### M1 wires

Scale bar: 20 microns. Supply wires on this layer in gray.
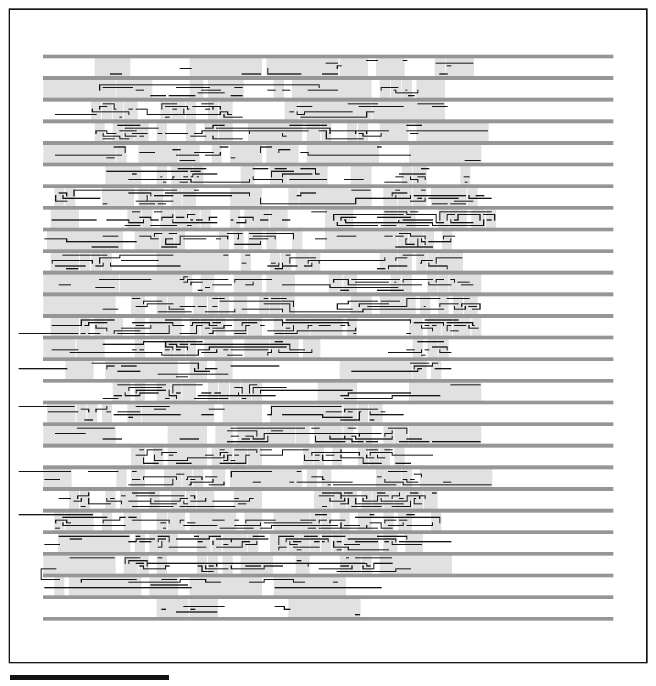
### Track usage over the die

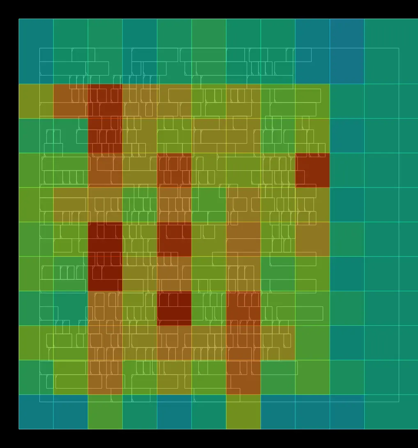
### Wiring by layer

Two of the layers only.
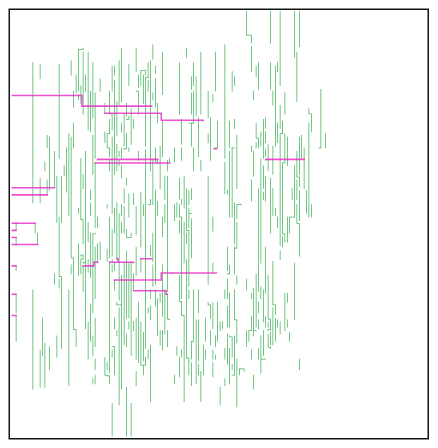
### Port wiring

Scale bar: 20 microns.
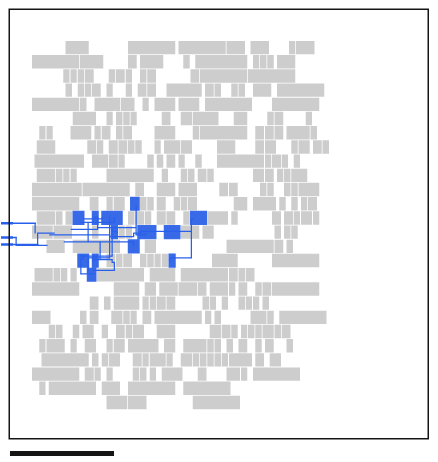
### Sequential cells grouped by signal name

Scale bar: 20 microns. Other sequential cells in the stronger gray, the rest of the logic in the fainter gray.
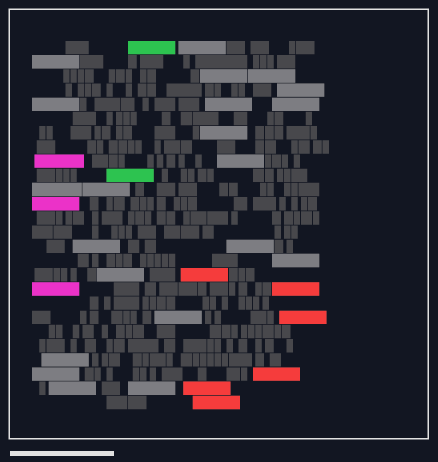
--- src/rtl/traffic_lamp_monitor.sv ---
// Safety monitor and lamp driver behind the traffic light controller: decodes NS/EW
// light codes into registered lamps and drops into flashing red on the first violation.
module traffic_lamp_monitor #(
    parameter int MIN_GREEN  = 4,
    parameter int MIN_YELLOW = 2,
    parameter int MAX_DWELL  = 31,
    parameter int FLASH_HALF = 2
) (
    input  logic       clk,
    input  logic       rst,
    input  logic [2:0] ns_code,
    input  logic [2:0] ew_code,
    output logic       ns_red,
    output logic       ns_yel,
    output logic       ns_grn,
    output logic       ew_red,
    output logic       ew_yel,
    output logic       ew_grn,
    output logic       fault,
    output logic [2:0] fault_code
);

    localparam int DW = $clog2(MAX_DWELL + 2);
    localparam int FW = $clog2(FLASH_HALF) + 1;

    localparam logic [2:0]    C_R        = 3'd0;
    localparam logic [2:0]    C_Y        = 3'd1;
    localparam logic [2:0]    C_G        = 3'd2;
    localparam logic [DW-1:0] DWELL_SAT  = DW'(MAX_DWELL + 1);
    localparam logic [DW-1:0] MIN_Y_C    = DW'(MIN_YELLOW);
    localparam logic [DW-1:0] MIN_G_C    = DW'(MIN_GREEN);
    localparam logic [FW-1:0] FLASH_ON   = FW'(FLASH_HALF);
    localparam logic [FW-1:0] FLASH_LAST = FW'(2 * FLASH_HALF - 1);

    typedef enum logic [1:0] {ST_INIT, ST_RUN, ST_FLASH} state_t;

    state_t        state_q, state_d;
    logic [2:0]    ns_prev_q, ns_prev_d, ew_prev_q, ew_prev_d;
    logic [DW-1:0] ns_dwell_q, ns_dwell_d, ew_dwell_q, ew_dwell_d;
    logic [FW-1:0] flash_cnt_q, flash_cnt_d;
    logic [2:0]    ns_lamp_q, ns_lamp_d, ew_lamp_q, ew_lamp_d;  // {grn, yel, red}
    logic          fault_q, fault_d;
    logic [2:0]    fault_code_q, fault_code_d;

    logic [DW-1:0] ns_dwell_nx, ew_dwell_nx;
    logic          legal, conflict, bad_trans, short_yel, short_grn, stuck;
    logic [2:0]    viol_code;

    function automatic logic [2:0] decode(input logic [2:0] code);
        case (code)
            C_R:     decode = 3'b001;
            C_Y:     decode = 3'b010;
            C_G:     decode = 3'b100;
            default: decode = 3'b000;
        endcase
    endfunction

    function automatic logic bad_step(input logic [2:0] prev, input logic [2:0] code);
        bad_step = (code != prev) &&
                   !((prev == C_R && code == C_G) ||
                     (prev == C_G && code == C_Y) ||
                     (prev == C_Y && code == C_R));
    endfunction

    function automatic logic [DW-1:0] dwell_next(input logic [2:0] prev, input logic [2:0] code,
                                                 input logic [DW-1:0] dwell);
        if (code != prev)           dwell_next = DW'(1);
        else if (dwell == DWELL_SAT) dwell_next = dwell;
        else                         dwell_next = dwell + 1'b1;
    endfunction

    // Violation detection against the previous sample; lowest code number wins.
    always_comb begin
        ns_dwell_nx = dwell_next(ns_prev_q, ns_code, ns_dwell_q);
        ew_dwell_nx = dwell_next(ew_prev_q, ew_code, ew_dwell_q);
        legal     = (ns_code <= C_G) && (ew_code <= C_G);
        conflict  = (ns_code != C_R) && (ew_code != C_R);
        bad_trans = bad_step(ns_prev_q, ns_code) || bad_step(ew_prev_q, ew_code);
        short_yel = (ns_prev_q == C_Y && ns_code == C_R && ns_dwell_q < MIN_Y_C) ||
                    (ew_prev_q == C_Y && ew_code == C_R && ew_dwell_q < MIN_Y_C);
        short_grn = (ns_prev_q == C_G && ns_code == C_Y && ns_dwell_q < MIN_G_C) ||
                    (ew_prev_q == C_G && ew_code == C_Y && ew_dwell_q < MIN_G_C);
        stuck     = (ns_dwell_nx == DWELL_SAT) || (ew_dwell_nx == DWELL_SAT);

        viol_code = 3'd0;
        if (conflict)       viol_code = 3'd1;
        else if (!legal)    viol_code = 3'd2;
        else if (bad_trans) viol_code = 3'd3;
        else if (short_yel) viol_code = 3'd4;
        else if (short_grn) viol_code = 3'd5;
        else if (stuck)     viol_code = 3'd6;
    end

    // NOTE: every variable gets a hold default first so no path through the case infers a latch.
    always_comb begin
        state_d      = state_q;
        ns_prev_d    = ns_prev_q;
        ew_prev_d    = ew_prev_q;
        ns_dwell_d   = ns_dwell_q;
        ew_dwell_d   = ew_dwell_q;
        flash_cnt_d  = flash_cnt_q;
        ns_lamp_d    = ns_lamp_q;
        ew_lamp_d    = ew_lamp_q;
        fault_d      = fault_q;
        fault_code_d = fault_code_q;

        case (state_q)
            ST_INIT: begin
                if (legal && (ns_code == C_R || ew_code == C_R)) begin
                    state_d    = ST_RUN;
                    ns_prev_d  = ns_code;
                    ew_prev_d  = ew_code;
                    ns_dwell_d = DW'(1);
                    ew_dwell_d = DW'(1);
                    ns_lamp_d  = decode(ns_code);
                    ew_lamp_d  = decode(ew_code);
                end
            end
            ST_RUN: begin
                ns_prev_d  = ns_code;
                ew_prev_d  = ew_code;
                ns_dwell_d = ns_dwell_nx;
                ew_dwell_d = ew_dwell_nx;
                if (viol_code != 3'd0) begin
                    state_d      = ST_FLASH;
                    fault_d      = 1'b1;
                    fault_code_d = viol_code;
                    flash_cnt_d  = '0;
                    ns_lamp_d    = 3'b001;
                    ew_lamp_d    = 3'b001;
                end else begin
                    ns_lamp_d = decode(ns_code);
                    ew_lamp_d = decode(ew_code);
                end
            end
            ST_FLASH: begin
                // The violation edge is the first on-cycle; count then toggles reds every FLASH_HALF.
                flash_cnt_d = (flash_cnt_q == FLASH_LAST) ? '0 : flash_cnt_q + 1'b1;
                ns_lamp_d   = {2'b00, flash_cnt_d < FLASH_ON};
                ew_lamp_d   = {2'b00, flash_cnt_d < FLASH_ON};
            end
            default: state_d = ST_INIT;
        endcase
    end

    // NOTE: sequential state uses non-blocking assignments so all flops update together.
    always_ff @(posedge clk or posedge rst) begin
        if (rst) begin
            state_q      <= ST_INIT;
            ns_prev_q    <= C_R;
            ew_prev_q    <= C_R;
            ns_dwell_q   <= '0;
            ew_dwell_q   <= '0;
            flash_cnt_q  <= '0;
            ns_lamp_q    <= 3'b001;
            ew_lamp_q    <= 3'b001;
            fault_q      <= 1'b0;
            fault_code_q <= 3'd0;
        end else begin
            state_q      <= state_d;
            ns_prev_q    <= ns_prev_d;
            ew_prev_q    <= ew_prev_d;
            ns_dwell_q   <= ns_dwell_d;
            ew_dwell_q   <= ew_dwell_d;
            flash_cnt_q  <= flash_cnt_d;
            ns_lamp_q    <= ns_lamp_d;
            ew_lamp_q    <= ew_lamp_d;
            fault_q      <= fault_d;
            fault_code_q <= fault_code_d;
        end
    end

    assign {ns_grn, ns_yel, ns_red} = ns_lamp_q;
    assign {ew_grn, ew_yel, ew_red} = ew_lamp_q;
    assign fault      = fault_q;
    assign fault_code = fault_code_q;

endmodule

--- config.mk ---
export PLATFORM = sky130hd
export DESIGN_NAME = traffic_lamp_monitor
export DESIGN_NICKNAME = d
export VERILOG_FILES = /design/src/rtl/traffic_lamp_monitor.sv
export SDC_FILE = /design/constraint.sdc
export NUM_CORES = 1
export LEC_CHECK = 0
export ABC_AREA = 1
export CAP_MARGIN = 5
export CORE_AREA = 4 4 76 78
export CTS_CLUSTER_DIAMETER = 80
export DETAILED_ROUTE_END_ITERATION = 16
export DIE_AREA = 0 0 80 82
export GPL_TIMING_DRIVEN = 0
export PLACE_DENSITY = 0.71
export SYNTH_ARGS = -nofsm -noshare
export SYNTH_HDL_FRONTEND = slang
export SYNTH_SLANG_ARGS = --single-unit
--- constraint.sdc ---
create_clock -name clk -period 3 [get_ports clk]
set_clock_uncertainty 0.15 [all_clocks]
set_input_delay 0.6 -clock clk [delete_from_list [all_inputs] [get_ports clk]]
set_output_delay 0.6 -clock clk [all_outputs]
set_load 0.005 [all_outputs]
==> run summary <==
Implementation status.

- The flow ran to the end, and the final reports show no timing, DRC or antenna violations.
- The parity-gate share of the synthesized area counting xor and xnor cells is 2.68%.
- The tally of non-filler cells in the final layout is 398.
- The count of hold buffers inserted by post-cts repair is 0.
- Measured against the total synthesized area, the mux share comes to 0%.
- The count of boundary I/O pins is 18.
- The clock network power reported by the tool is 0.336 mW.
- Tracing the worst setup path back leads to its startpoint at ew_code[1].
- The wire length of the first global-routing pass is 8290 microns.
- In this run the clock root is driven by a clkbuf_8.
- The async set-reset flop share out of synthesis is 100%.
- Before any placement, the netlist area is recorded as 2240 sq um.
- The sum of overflow across all layers after global routing is 0.
- The final instance area is 2600 sq um.
- The CTS tree is yes.
- The slack of the worst reg-to-reg path is 0.82 ns.
- The clock latency on the worst-skew pair is 0.28 ns.
- For this design the total switching power over the nets is 0.900 mW.
- Synthesis inferred 32 register bits.
- Yosys reports that the most numerous cell types are 92 x nand2_1, 30 x dfrtp_1, 29 x inv_1.
- The area figure in the yosys stat output is 2240 sq um.
- The report shows a maximum critical-path fanout of 10.
- The clock H-tree reported by CTS has 2 levels.
- The share of the synthesized area in the top cell type is 33.5%.
- The count of nets left with antenna violations once routing finished came out at 0.
- Per the post-CTS timing run, clock transition at the registers of the reported paths is 0.06 ns.
- The wire-length estimate of the detail-placed layout is 3490 microns.
- The peak ir drop on the vdd network is 0.000639 V.
- The total area inside the core boundary comes to 5070 sq um.
- Per report_power, the combinational group accounts for 51.3% of the total.
- The area after detailed placement is 2480 sq um.
- Per the cell usage report, the commonest logic cell in the layout is nand2_1.
- The STA report counts the stages on the worst setup path as 9.
- In this build the clock could be raised as far as 0.382 GHz.
- Setup repair after global routing left no endpoint under its margin.
- Grouping non-sequential cells by family puts the most area in simple AND/OR/NAND/NOR gates.
- Hold-check failures listed in the final report amount to 0.
- The worst setup path is captured at a register.
- After clock tree synthesis, the repair step resized 0 gates.
- The vertical extent of the die is 82 microns.
- The kind of start point of the critical path is an input port.
- The layout report lists the multi-input gate area as 1260 sq um.
- The combinational gate power is 1.05 mW.
- The timing report gives the biggest stage delay along the critical path as 0.60 ns.
- The detailed-routing iteration count for the pre-antenna-repair pass is 4.
- The uppermost layer routed is met4.
- Per the STA report, the cell with the highest stage delay on the worst path is clkdlybuf4s50_1.
- The biggest area contributor in the post-synthesis netlist is dfrtp_1.
- The number of core rows is 26.
- The setup-violating endpoint count in the final report is 0.
- The fraction of final layout cells sized beyond drive strength 1 is 15.2%.
- The max-slew headroom at the worst pin is 62.3%.
- For this run, the register share of the synthesized area comes to 35.8%.
- The cell class contributing the biggest share of worst-path delay is buffers and inverters.
- The end point of the most critical hold path is fault.
- The clock tree buffer depth is 2.
- The number of placed instances, taps included, is 389.
- For the worst setup path, the data arrival time is 2.60 ns.
- The clock period minus final worst setup slack is 2.62 ns.
- The type of the tightest min-delay check is register to register.
- The number of distinct library cells after synthesis is 36.
- Final hold analysis gives a worst-case slack of 0.314 ns.
- The DRC marker count from the first detailed-route iteration is 97.
- The routed layout reports a DRC error count of 0.
- The die is 80 microns wide.
- The number of buffers added for setup after CTS is 0.
- The group with the largest share of power is combinational logic.
- In this run the power density over the cells is 789 nW/um^2.
- In the finished design, the share of the clock period the worst path needs comes to 87.3%.
- The top flip-flop cell by instance count after synthesis is dfrtp_1.
- The number of sinks on the clock net is 32.
- The routed wire length on met3 is 148 microns.
- In the floorplan report the effective utilization is 44.2%.
- The antenna cell count is 0.
- The number of antenna violations at the first check in global routing is 0.
- After synthesis, the cell types taking the most area are dfrtp_1 34%, nand2_1 15%, nand3_1 5.6%, inv_1 4.9%, ha_1 4.5%.
- The power report attributes to the sequential group a share of 32.3%.
- The category of the critical setup timing path is input port to register.
- The area growth from synthesis to layout is 15.9%.
- Summing the areas of all compound-gate instances in the mapped netlist gives 9.83% of the synthesized area.
- The synthesized net count is 320.
- The total power is 2.05 mW.
- The destination of the worst register-to-register timing path is state_q[0].
- Among all cell types in the netlist, the one instantiated most often is nand2_1.
- Per the timing report, the most critical flop-to-flop path originates at ew_dwell_q[0].
- The total internal power is 1.15 mW.
- The number of global-route vias before repair is 1917.
- Per the placement log, port buffering inserted 15 buffers.
-- 'M1 wires' (at the start) --
The longest straight run is 27.6 microns. The layer holds 46% of the routed length.
post-detailed-routing wire length: 4680 microns
met1 track demand over resource: 19.4%
vias: 1971

-- 'Track usage over the die' (at the start) --
final core area utilization: 51.2%
Top Usage Layer GRT: met2
met3 track utilization from global routing: 3.40%
detail-routed net length per standard cell: 11.8 microns
Total Routing Usage GR: 16.2%

-- 'Wiring by layer' (at the start) --
Key: met3 = magenta [wire length 148 microns]; met2 = green [wire length 2330 microns]

-- 'Port wiring' (at the start) --
Key: `ns_code` = blue [bits 3, direction input, end cells 13, buffers 3, wire 168 microns]

-- 'Sequential cells grouped by signal name' (at the start) --
Key: `flash_cnt_q` = green [placed flops 2]; `ew_dwell_q` = red [placed flops 6, where bottom middle]; `ns_lamp_q` = magenta [placed flops 3]
sequential-cell power consumption: 0.661 mW
flip-flop and latch share of the layout cell area: 30.9%
footprint of the flip-flops and latches: 803 sq um

sequential cells by signal, summed over array words and instances, names as in the netlist:
signal,cells
ew_lamp_q,3
fault_code,3
ns_lamp_q,3
ns_prev_q,3
ew_dwell_q,6
ns_dwell_q,6
state_q,2
ew_prev_q,3
fault,1
flash_cnt_q,2
per-layer routing:
metal / GRT usage (%) / vias up
met2: 28.7 / 30
met4: 5.57 / 0
li1: - / 1041
met1: 19.4 / 896
met3: 3.40 / 4
met5: 0 / -
layout make-up:
type                    instances  share of cell area (%)
flip-flops and latches         32                    30.9
plain buffers                   7                    2.07
clock buffers                   8                    3.47
well taps                      70                    3.37
multi-input cells             231                    48.4
repair buffers                 16                    6.84
inverters                      34                    4.92
Power and IR drop assume default switching activity.
